**src/rtl/traffic_light_pkg.sv**
```systemverilog
// traffic_light_pkg: phase encoding and default dwell lengths shared by the traffic light controller and monitor.
package traffic_light_pkg;
    typedef enum logic [1:0] {SYNC = 2'd0, RED = 2'd1, GREEN = 2'd2, YELLOW = 2'd3} phase_t;
    localparam int DEF_RED_CYCLES = 5;
    localparam int DEF_GREEN_CYCLES = 5;
    localparam int DEF_YELLOW_CYCLES = 2;
    function automatic phase_t light_phase(input logic red, input logic green, input logic yellow);
        return red ? RED : green ? GREEN : yellow ? YELLOW : SYNC;
    endfunction
    function automatic phase_t next_phase(input phase_t p);
        return p == RED ? GREEN : p == GREEN ? YELLOW : p == YELLOW ? RED : SYNC;
    endfunction
endpackage

```
**src/rtl/tl_dwell_counter.sv**
```systemverilog
// tl_dwell_counter: saturating count of samples spent in the current phase, compared against the expected dwell.
module tl_dwell_counter (
    input  logic       clk,
    input  logic       rst,
    input  logic       load,
    input  logic       inc,
    input  logic [7:0] expected,
    output logic [7:0] dwell,
    output logic       at_exp
);
    always_ff @(posedge clk or posedge rst)
        if (rst) dwell <= 8'd0;
        else if (load) dwell <= 8'd1;
        else if (inc && dwell != 8'hff) dwell <= dwell + 8'd1;
    assign at_exp = dwell == expected;
endmodule

```
**src/rtl/traffic_light_monitor.sv**
```systemverilog
// traffic_light_monitor: tracks an observed R->G->Y light sequence, flags one-hot, order and dwell faults,
// and counts fully timed error-free cycles.
module traffic_light_monitor
    import traffic_light_pkg::*;
#(
    parameter int RED_CYCLES    = DEF_RED_CYCLES,
    parameter int GREEN_CYCLES  = DEF_GREEN_CYCLES,
    parameter int YELLOW_CYCLES = DEF_YELLOW_CYCLES
) (
    input  logic       clk,
    input  logic       rst,
    input  logic       red,
    input  logic       yellow,
    input  logic       green,
    output logic [1:0] phase,
    output logic       synced,
    output logic       err_onehot,
    output logic       err_order,
    output logic       err_timing,
    output logic       err_sticky,
    output logic [7:0] cycle_count
);
    phase_t state, state_d, seen;
    logic timed, timed_d, cycle_ok, cycle_ok_d;
    logic onehot, same, legal, at_exp;
    logic onehot_d, order_d, timing_d, count_d;
    logic [7:0] dwell, expected;

    assign onehot = $onehot({red, green, yellow});
    assign seen = light_phase(red, green, yellow);
    assign same = state == seen;
    assign legal = seen == next_phase(state);
    assign expected = state == RED ? 8'(RED_CYCLES) : state == GREEN ? 8'(GREEN_CYCLES) : 8'(YELLOW_CYCLES);

    tl_dwell_counter u_dwell (
        .clk(clk), .rst(rst), .load(onehot && !same), .inc(onehot && same),
        .expected(expected), .dwell(dwell), .at_exp(at_exp)
    );

    always_ff @(posedge clk or posedge rst)
        if (rst) begin
            state <= SYNC;
            timed <= 1'b0;
            cycle_ok <= 1'b0;
        end else begin
            state <= state_d;
            timed <= timed_d;
            cycle_ok <= cycle_ok_d;
        end

    always_comb begin
        state_d = state;
        timed_d = timed;
        if (!onehot) begin
            state_d = SYNC;
            timed_d = 1'b0;
        end else if (!same) begin
            state_d = seen;
            timed_d = legal;
        end
    end

    // Overstay is flagged on reaching expected+1, so a late exit only checks for an early one.
    always_comb begin
        onehot_d = !onehot;
        order_d = onehot && !same && state != SYNC && !legal;
        timing_d = onehot && timed && (same ? at_exp : legal && dwell < expected);
        count_d = onehot && !same && legal && state == YELLOW && timed && at_exp && cycle_ok;
        cycle_ok_d = onehot && !same && legal ? (state == YELLOW || (cycle_ok && timed && at_exp)) : cycle_ok;
    end

    always_ff @(posedge clk or posedge rst)
        if (rst) begin
            err_onehot <= 1'b0;
            err_order <= 1'b0;
            err_timing <= 1'b0;
            err_sticky <= 1'b0;
            cycle_count <= 8'd0;
        end else begin
            err_onehot <= onehot_d;
            err_order <= order_d;
            err_timing <= timing_d;
            err_sticky <= err_sticky || onehot_d || order_d || timing_d;
            if (count_d) cycle_count <= cycle_count + 8'd1;
        end

    assign phase = state;
    assign synced = timed && state != SYNC;
endmodule

```
**config.mk**
```make
export PLATFORM = sky130hd
export DESIGN_NAME = traffic_light_monitor
export DESIGN_NICKNAME = d
export VERILOG_FILES = /design/src/rtl/traffic_light_pkg.sv /design/src/rtl/tl_dwell_counter.sv /design/src/rtl/traffic_light_monitor.sv
export SDC_FILE = /design/constraint.sdc
export NUM_CORES = 1
export LEC_CHECK = 0
export ABC_CLOCK_PERIOD_IN_PS = 2100
export CORE_AREA = 2 2 58 60
export DETAILED_ROUTE_END_ITERATION = 16
export DIE_AREA = 0 0 60 62
export GPL_ROUTABILITY_DRIVEN = 0
export HOLD_SLACK_MARGIN = 0.12
export PLACE_DENSITY = 0.72
export SLEW_MARGIN = 40
export SYNTH_ARGS = -nofsm -noshare
export SYNTH_HDL_FRONTEND = slang
export SYNTH_SLANG_ARGS = --single-unit
export TNS_END_PERCENT = 5
```
**constraint.sdc**
```tcl
create_clock -name clk -period 2.1 [get_ports clk]
set_input_delay 0.42 -clock clk [delete_from_list [all_inputs] [get_ports clk]]
set_output_delay 0.42 -clock clk [all_outputs]
set_load 0.005 [all_outputs]
```
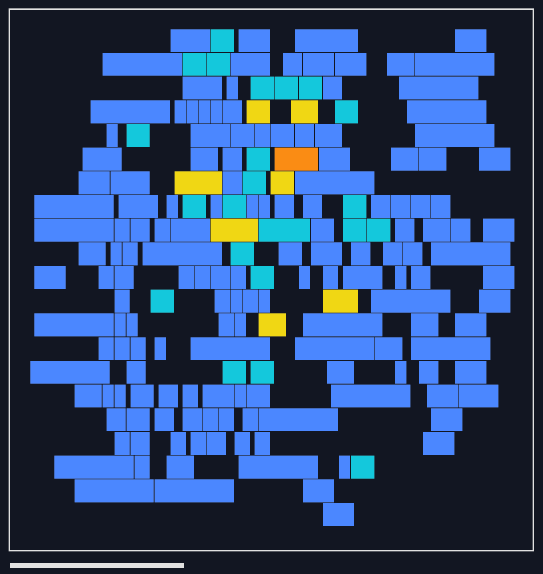
Figure 1: cell sizes after repair.
The bar under the picture is 20 µm long.
- _0 and _1 cells: blue (cells 153; most used dfrtp_1)
- _6 and larger: orange (cells 1; most used clkbuf_8)
- _3 and _4 cells: cyan (cells 22; most used buf_4)
- _2 cells: yellow (cells 7; most used nor2b_2)

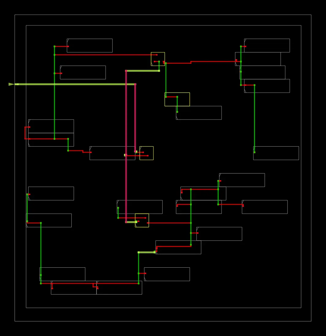
Figure 2: the clock network.
Worst Clk Skew: 0.003073 ns
clock sink total: 24
Num CTS Buffers: 3

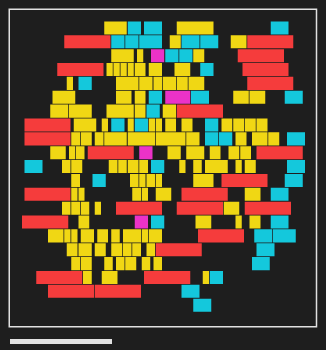
Figure 3: placed cells, one color a class.
The bar under the picture is 20 µm long.
- combinational and other logic: yellow (cells 118; share of their area 45%)
- remaining buffers and delay cells: cyan (cells 37; share of their area 19%)
- sequential cells: red (cells 24; share of their area 34%)
- clock drivers and dummy loads: magenta (cells 4; share of their area 2.1%)

==> Slide: Implementation Results <==
Synthesis and Place & Route Summary

Synth
  – Most frequent cell after synthesis: dfrtp_1
  – Synth Cell Area: 1415 µm²
  – Yosys warning total: 0
  – Simple Share, Synth: roughly a quarter
  – Yosys cell count: between 100 and 150
  – Synth Area in Adders: approximately a tenth
  – Mux area share: 1.503%
  – XORs/XNORs by Area: 4.951%
  – Mapped Nets: 162
  – Synth Area per Inst: 9.627 µm²
  – Ys flops: 24
  – Area fraction in compound gates: between 10% and 20%
  – Netlist cell types: 39
  – Comb area leader: simple AND/OR/NAND/NOR gates
  – Chip Area, Yosys: ~1400 µm²
  – Main flop type after synthesis: dfrtp_1
  – FFs w/ async S/R, synth: 100.0%
  – Largest area contributor in the netlist: dfrtp_1
  – Post-Synthesis Cells: 147

Final layout
  – Post-layout util: approximately 57%
  – Flop area: 600.6 µm²
  – Fraction of layout cells with a size suffix above 1: 16.39%
  – # diodes: 0
  – Area-dominant class: combinational gates
  – NonClk Buf Share: 18.11%
  – Commonest Layout Cell: dfrtp_1
  – Non-clk bufs: 37
  – Clock Buffer Count: 4
  – Final net count: about 200
  – Filler Cell Count: 282
  – Combinational gate area: 765.7 µm²
  – Combinational share of cell area: a little over two fifths
  – ClkCell Share: 1.989%

CTS
  – CTS Buffer Depth: 2
  – Reg clk slew, reported paths: 0.13 ns
  – Post-CTS setup buffers: 1
  – H-Tree Depth: 1

Final timing
  – Worst slew pin tran: 0.3367 ns
  – Setup TNS Final: 0 ns
  – Final hold vios: 0
  – Hold WS: 0.4173 ns
  – Setup Viol. Count Final: 0
  – Tmin final: 2.054 ns

Drt
  – Via density: 5.507
  – DR WL/cell: roughly 14 µm
  – Wirelength, routed: 3162 µm
  – Initial DRT Pass Iterations: 4
  – Wire length on met2: ~1600 µm
  – Iter 0 DRT Violations: 64
  – Wire length on met3: 139 µm

Die
  – Well tap count: 46
  – Die X: 60 µm
  – Fp util: approximately 45%
  – Row count: 21
  – Die area: 3720 µm²

Critical path
  – CP Max Fanout: 6
  – Reg2reg start: phase[0]$_DFFE_PP0N_
  – Worst path slowest cell: fa_1
  – Critical path cell sequence: clkdlybuf4s50_1 > fa_1 > nor2b_2 > and3_2 > nand3_1 > mux2_2
  – Origin of the worst setup path: red
  – R2r setup slk: 0.05 ns
  – CP Depth: 6
  – Crit end category: register

Global routing
  – Met3 usage: approximately 2.5%
  – Vias in the first global route: 1,128
  – Grt ovf: 0
  – Grt met2 use: 33.23%
  – GR met1 Demand/Resource: roughly a quarter

Run
  – OpenROAD warning count: 31

Status
  – Outcome: finished, final reports clean

Hold path
  – Hold WC Path Type: in -> async

Placed design
  – Placed instance area: approximately 1800 µm²
  – Cells after DPL: roughly 220
  – Setup WS pre-CTS: -0.4008 ns
  – Dpl hpwl: 2438 µm
  – Port bufs: 19

Power
  – Internal Power: just over 700 µW
  – Switching Share: a little under a third
  – Lkg Pwr: 0.8504 nW
  – Total chip power: 1.015 mW
  – Clock power share: between 20 and 25%
Power figures rest on the tool's default switching activity, not on a simulated workload.
